[src/rtl/alu_arb_pkg.sv]
// Shared definitions for the two-requester ALU arbiter: opcode constants,
// sequencer state encoding, lock-streak default and the carry-update rule.
package alu_arb_pkg;

  localparam logic [3:0] OP_ADD  = 4'd0;
  localparam logic [3:0] OP_ADDC = 4'd1;
  localparam logic [3:0] OP_SUB  = 4'd2;
  localparam logic [3:0] OP_SUBB = 4'd3;
  localparam logic [3:0] OP_DEC  = 4'd4;
  localparam logic [3:0] OP_INC  = 4'd5;
  localparam logic [3:0] OP_TRAN = 4'd6;
  localparam logic [3:0] OP_AND  = 4'd7;
  localparam logic [3:0] OP_OR   = 4'd8;
  localparam logic [3:0] OP_XOR  = 4'd9;
  localparam logic [3:0] OP_NOT  = 4'd10;
  localparam logic [3:0] OP_SHL  = 4'd11;
  localparam logic [3:0] OP_SHR  = 4'd12;

  // Default cap on consecutive grants to one requester while it holds a lock
  localparam int LOCK_MAX_DEF = 4;

  typedef enum logic [1:0] {
    IDLE = 2'd0,
    EXEC = 2'd1,
    RESP = 2'd2
  } state_t;

  // Next value of a requester's carry register after executing opcode
  function automatic logic carry_next(input logic [3:0] opcode,
                                      input logic       res_bit8,
                                      input logic       c_old);
    case (opcode)
      OP_ADDC, OP_SUBB, OP_DEC, OP_INC:                   carry_next = res_bit8;
      OP_AND, OP_OR, OP_XOR, OP_NOT, OP_SHL, OP_SHR:      carry_next = c_old;
      default:                                            carry_next = 1'b0; // ADD, SUB, illegal
    endcase
  endfunction

endpackage

[src/rtl/alu.sv]
// Combinational 8-bit ALU datapath with 16-bit result and zero flag.
// Operands are zero-extended; TRAN and opcodes 13-15 yield res=0, z=0.
module alu
  import alu_arb_pkg::*;
(
  input  logic [3:0]  opcode,
  input  logic [7:0]  opd_1,
  input  logic [7:0]  opd_2,
  output logic [15:0] res,
  output logic        z
);

  logic [15:0] a;
  logic [15:0] b;
  logic        legal;

  assign a = {8'h00, opd_1};
  assign b = {8'h00, opd_2};

  // Result and zero flag for the current opcode
  always_comb begin
    // NOTE: every output of a combinational block gets a default first so no latch is inferred.
    res   = '0;
    legal = 1'b1;
    case (opcode)
      OP_ADD, OP_ADDC: res = a + b;
      OP_SUB, OP_SUBB: res = a - b;
      OP_DEC:          res = a - 16'd1;
      OP_INC:          res = a + 16'd1;
      OP_AND:          res = a & b;
      OP_OR:           res = a | b;
      OP_XOR:          res = a ^ b;
      OP_NOT:          res = ~a;
      OP_SHL:          res = a << 1;
      OP_SHR:          res = a >> 1;
      default:         legal = 1'b0;
    endcase
    z = legal && (res == 16'h0000);
  end

endmodule

[src/rtl/alu_rr_pick.sv]
// Two-way round-robin picker with lock override and a streak limit.
// The streak count belongs to the last granted requester; once it reaches
// LOCK_MAX the other requester wins a tie even against a pending lock.
module alu_rr_pick
  import alu_arb_pkg::*;
#(
  parameter  int LOCK_MAX = LOCK_MAX_DEF,
  localparam int CNT_W    = $clog2(LOCK_MAX + 1)
) (
  input  logic [1:0]       valid,
  input  logic             last_gnt,
  input  logic             lock_pend,
  input  logic             lock_id,
  input  logic [CNT_W-1:0] streak,
  output logic             gnt_valid,
  output logic             gnt_id
);

  // Choose a requester: sole valid one wins, ties use limit, lock, then round-robin
  always_comb begin
    gnt_valid = |valid;
    gnt_id    = 1'b0;
    if (valid == 2'b10) begin
      gnt_id = 1'b1;
    end else if (valid == 2'b11) begin
      if (int'(streak) >= LOCK_MAX) gnt_id = ~last_gnt;
      else if (lock_pend)           gnt_id = lock_id;
      else                          gnt_id = ~last_gnt;
    end
  end

endmodule

[src/rtl/alu_arbiter.sv]
// Arbiter and sequencer sharing one ALU between two requesters.
// IDLE/RESP accept a request, EXEC runs it, RESP presents the response.
// Optional lock/streak arbitration is enabled with macro ALU_ARB_LOCK_EN.
module alu_arbiter
  import alu_arb_pkg::*;
#(
  parameter int LOCK_MAX = LOCK_MAX_DEF
) (
  input  logic        clk,
  input  logic        reset,
  input  logic        req0_valid,
  output logic        req0_ready,
  input  logic [3:0]  req0_opcode,
  input  logic [7:0]  req0_opd_1,
  input  logic [7:0]  req0_opd_2,
  input  logic        req1_valid,
  output logic        req1_ready,
  input  logic [3:0]  req1_opcode,
  input  logic [7:0]  req1_opd_1,
  input  logic [7:0]  req1_opd_2,
`ifdef ALU_ARB_LOCK_EN
  input  logic        req0_lock,
  input  logic        req1_lock,
`endif
  output logic        rsp_valid,
  output logic        rsp_id,
  output logic [15:0] rsp_res,
  output logic        rsp_c,
  output logic        rsp_z
);

  localparam int CNT_W = $clog2(LOCK_MAX + 1);

  state_t           state;
  logic [3:0]       op_code_q;
  logic [7:0]       op_a_q;
  logic [7:0]       op_b_q;
  logic             op_id_q;
  logic [1:0]       c_q;
  logic             last_gnt;

  logic             accepting;
  logic             gnt_valid;
  logic             gnt_id;
  logic             hs;
  logic [3:0]       sel_opcode;
  logic [7:0]       sel_a;
  logic [7:0]       sel_b;
  logic [15:0]      alu_res;
  logic             alu_z;
  logic             c_new;
  logic [CNT_W-1:0] streak_cnt;
  logic             lock_pend;
  logic             lock_id;

  assign accepting  = (state != EXEC);
  assign hs         = accepting && gnt_valid;
  assign req0_ready = hs && !gnt_id;
  assign req1_ready = hs &&  gnt_id;

  assign sel_opcode = gnt_id ? req1_opcode : req0_opcode;
  assign sel_a      = gnt_id ? req1_opd_1  : req0_opd_1;
  assign sel_b      = gnt_id ? req1_opd_2  : req0_opd_2;

  alu_rr_pick #(.LOCK_MAX(LOCK_MAX)) u_pick (
    .valid     ({req1_valid, req0_valid}),
    .last_gnt  (last_gnt),
    .lock_pend (lock_pend),
    .lock_id   (lock_id),
    .streak    (streak_cnt),
    .gnt_valid (gnt_valid),
    .gnt_id    (gnt_id)
  );

  alu u_alu (
    .opcode (op_code_q),
    .opd_1  (op_a_q),
    .opd_2  (op_b_q),
    .res    (alu_res),
    .z      (alu_z)
  );

  assign c_new = carry_next(op_code_q, alu_res[8], c_q[op_id_q]);

  // Sequencer: capture granted request, execute, register the response
  always_ff @(posedge clk or posedge reset) begin
    if (reset) begin
      state     <= IDLE;
      op_code_q <= '0;
      op_a_q    <= '0;
      op_b_q    <= '0;
      op_id_q   <= 1'b0;
      // NOTE: the carry registers are only two flops, so they take the reset like any control state.
      c_q       <= '0;
      last_gnt  <= 1'b1;
      rsp_valid <= 1'b0;
      rsp_id    <= 1'b0;
      rsp_res   <= '0;
      rsp_c     <= 1'b0;
      rsp_z     <= 1'b0;
    end else begin
      // NOTE: non-blocking assignments so every register samples pre-edge values.
      rsp_valid <= 1'b0;
      case (state)
        IDLE, RESP: begin
          if (hs) begin
            op_code_q <= sel_opcode;
            op_a_q    <= sel_a;
            op_b_q    <= sel_b;
            op_id_q   <= gnt_id;
            last_gnt  <= gnt_id;
            state     <= EXEC;
          end else begin
            state     <= IDLE;
          end
        end
        EXEC: begin
          rsp_valid      <= 1'b1;
          rsp_id         <= op_id_q;
          rsp_res        <= alu_res;
          rsp_z          <= alu_z;
          rsp_c          <= c_new;
          c_q[op_id_q]   <= c_new;
          state          <= RESP;
        end
        default: state <= IDLE;
      endcase
    end
  end

`ifdef ALU_ARB_LOCK_EN
  logic sel_lock;
  assign sel_lock = gnt_id ? req1_lock : req0_lock;

  // Lock and streak bookkeeping, updated on every accepting cycle
  always_ff @(posedge clk or posedge reset) begin
    if (reset) begin
      streak_cnt <= '0;
      lock_pend  <= 1'b0;
      lock_id    <= 1'b0;
    end else if (accepting) begin
      if (hs) begin
        if (gnt_id == last_gnt)
          streak_cnt <= (streak_cnt < CNT_W'(LOCK_MAX)) ? streak_cnt + 1'b1 : streak_cnt;
        else
          streak_cnt <= CNT_W'(1);
        lock_pend <= sel_lock;
        lock_id   <= gnt_id;
      end else begin
        streak_cnt <= '0;
        lock_pend  <= 1'b0;
      end
    end
  end
`else
  assign streak_cnt = '0;
  assign lock_pend  = 1'b0;
  assign lock_id    = 1'b0;
`endif

endmodule

[config.mk]
export PLATFORM = sky130hd
export DESIGN_NAME = alu_arbiter
export DESIGN_NICKNAME = d
export VERILOG_FILES = /design/src/rtl/alu_arb_pkg.sv /design/src/rtl/alu.sv /design/src/rtl/alu_rr_pick.sv /design/src/rtl/alu_arbiter.sv
export SDC_FILE = /design/constraint.sdc
export NUM_CORES = 1
export LEC_CHECK = 0
export CAP_MARGIN = 20
export CORE_ASPECT_RATIO = 1.2
export CORE_MARGIN = 2
export CORE_UTILIZATION = 44
export CTS_BUF_LIST = sky130_fd_sc_hd__clkbuf_8
export CTS_CLUSTER_SIZE = 10
export DETAILED_ROUTE_END_ITERATION = 12
export GPL_TIMING_DRIVEN = 1
export PLACE_DENSITY = 0.67
export REMOVE_ABC_BUFFERS = 1
export SLEW_MARGIN = 40
export SYNTH_ARGS = -nofsm -noshare
export SYNTH_HDL_FRONTEND = slang
export SYNTH_SLANG_ARGS = --single-unit
[constraint.sdc]
create_clock -name clk -period 4.16 [get_ports clk]
set_clock_uncertainty 0.15 [all_clocks]
set_input_delay 1.248 -clock clk [delete_from_list [all_inputs] [get_ports clk]]
set_output_delay 1.248 -clock clk [all_outputs]
set_load 0.05 [all_outputs]
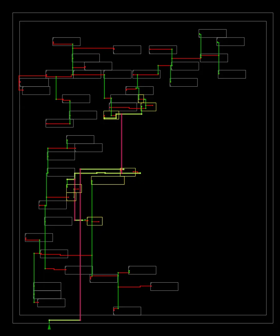
*Clock routing*
Flop Count: 39
CTS buffer count: 5

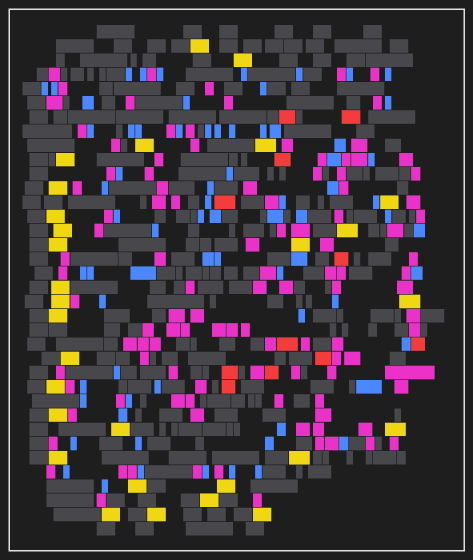
*Logic cells by family*
legend:
  magenta:
    family: inverting AOI/OAI gates
    cells: 109
    most_used: o21ai_0
  red:
    family: AND-OR and OR-AND gates
    cells: 11
    most_used: a211o_1
  yellow:
    family: multiplexers
    cells: 29
    most_used: mux2i_1
    where: spread over the die
  blue:
    family: NAND gates
    cells: 71
    most_used: nand2_1
    where: spread over the die
logic share of the area: 0.5332
Commonest Layout Cell: clkdlybuf4s50_1

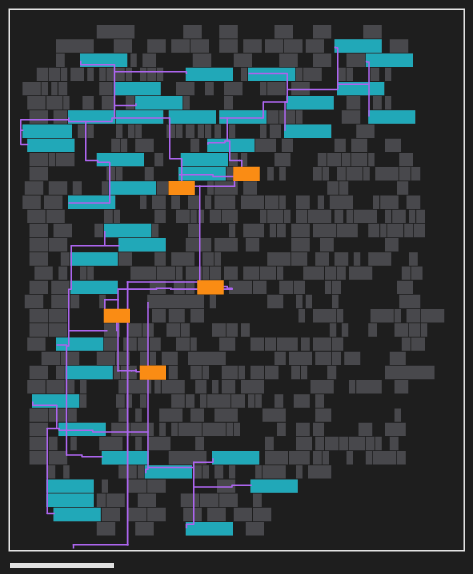
*Clock distribution*
Scale bar: 20 microns.
legend:
  orange:
    item: cells driving clock nets
    count: 5
  purple:
    item: clock wires
    length: 580 microns
  cyan:
    item: flip-flops
    count: 39
routed clock nets: 6
worst-skew pair later-pin latency: 300 ps
clock share of power: 0.130
P_clk: 324 uW

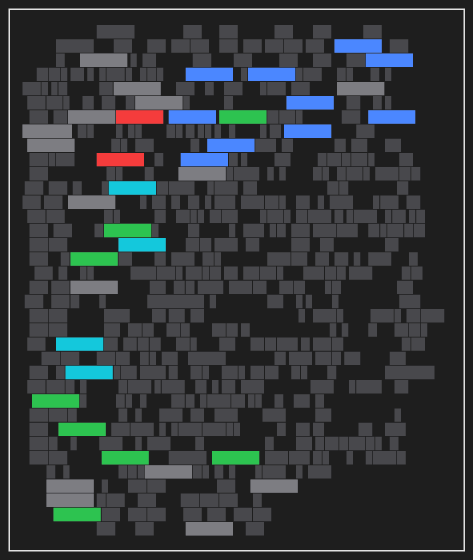
*Where the registers sit*
legend:
  blue:
    netlist_name: `rsp_res`
    flops: 10
  red:
    netlist_name: `c_q`
    flops: 2
  cyan:
    netlist_name: `op_code_q`
    flops: 4
    where: left middle
  green:
    netlist_name: `op_a_q`
    flops: 8

==> impl_metrics.csv <==
group,metric,value,unit
final_timing,period_used_share,0.9359,
detailed_routing,drt_wl_total,9635,microns
logic_synthesis,synth-edff-count,0,
logic_synthesis,ys_types,67,
clock_tree,post_cts_resized,0,
min_path,min_from,"rsp_id",
clock_tree,cts.sinks,39,
min_path,hold_depth,2,
power_and_ir_drop,vdd.ir_drop.worst,0.2436,mV
detailed_routing,wl_per_cell,16.50,microns
clock_tree,postCtsHoldBufs,0,
clock_tree,clk_pin_slew,80,ps
power_and_ir_drop,powerDensity,562.8,nW/um^2
floorplan,die_h,103.5,microns
detailed_routing,maxUsedRoutingLayer,"met4",
placed_design,port_buffers,65,
final_timing,setup_viol,0,
logic_synthesis,yosysMostFrequentCell,"nand2_1",
detailed_routing,drcViolationCount,0,
layout,final_core_util,0.5492,
detailed_routing,drt_iter0_drc,178,
logic_synthesis,ys_chip_area,3627,sq um
detailed_routing,num_vias,3315,
critical_path,reg2reg_to,"rsp_z",
job,cap_violations,0,
critical_path,cp.required,2760,ps
global_routing,grt_util_all_layers,0.2254,
logic_synthesis,synthCells,435,
critical_path,crit_end,"req0_ready",
floorplan,dieArea,8989,sq um
final_timing,finalHoldViolCount,0,
logic_synthesis,yosys-top-cells-count,"nand2_1 (52), o21ai_0 (39), dfrtp_1 (38), ha_1 (33), nor2_1 (31)",
global_routing,grt_overflow_total,0,
clock_tree,clockRootBuffer,"clkbuf_8",
detailed_routing,viasPerCell,5.676,
placed_design,dp_cells,576,
logic_synthesis,yosysTopAreaCell,"dfrtp_1",
detailed_routing,wl_met3,367,microns
floorplan,floorplanUtilization,0.4499,
logic_synthesis,postSynthSeqShare,0.2694,
clock_tree,cts_buffer_depth,2,
critical_path,r2r_cells,13,
placed_design,hpwl,7408,microns
logic_synthesis,ys_ff,39,
detailed_routing,wl_met2,4702,microns
layout,diodes,0,
global_routing,grt_pass1_vias,3170,
min_path,hold_end,"rsp_id",
critical_path,endpoint_kind,"primary output",
final_timing,rsz0062_at_grt,"no",
logic_synthesis,syn_avg_cell_area,8.338,sq um
final_timing,fmax,256.9,MHz
outcome,status,"completed",
## metrics by stage
stage | hold WS, ps | instance area (sq um)
CTS | 342.5 | 4428
global placement | 316.1 | 4315
finish | 338.1 | 4428
global route | 390.2 | 4428
floorplan | 305.3 | 3440
detailed placement | 320.8 | 4315
## critical path, stage by stage
cell and delay [ps]:
clkdlybuf4s50_1 530, nand2_1 80, and2_1 150, nor3_1 300, buf_12 180
## logic make-up (layout without fill, tap and decap cells)
| group | count (synthesis) | in the layout | synth area share |
|---|---|---|---|
| adder cells (fa/ha/maj) | 35 | 35 | 0.1249 |
| AND/OR/NAND/NOR | 142 | 142 | 0.2021 |
| buffers and inverters | 58 | 112 | 0.08072 |
| multiplexers | 29 | 29 | 0.08175 |
| XOR/XNOR | 12 | 12 | 0.02898 |
| flip-flops | 39 | 39 | 0.2694 |
| AND-OR/OR-AND | 120 | 120 | 0.2121 |
## power breakdown
group          total (mW)  internal [mW]  switching (mW)  leakage [nW]
logic                1.56          0.616           0.944          1.44
clock network       0.324          0.179           0.145        0.0581
registers           0.608          0.488           0.120         0.484
## final cells by class
class                   instances  area, sq um
repair buffers                 76        753.2
fillers                       770         3635
multi-input cells             338         2361
flip-flops and latches         39        977.2
clock inverters                 3        43.79
inverters                      28        105.1
well taps                      95        118.9
clock buffers                   5        68.82
## routing by layer
layer,GRT usage,vias up
met4,0.06851,0
met1,0.3042,1560
met5,0,-
met3,0.02381,14
li1,-,1652
met2,0.3811,89
## sequential cells by signal (all words and copies together), names as in the netlist, 2 cells and up
name and count:
c_q 2, op_a_q 8, op_b_q 8, op_code_q 4, rsp_res 10
Power and IR drop assume default switching activity.
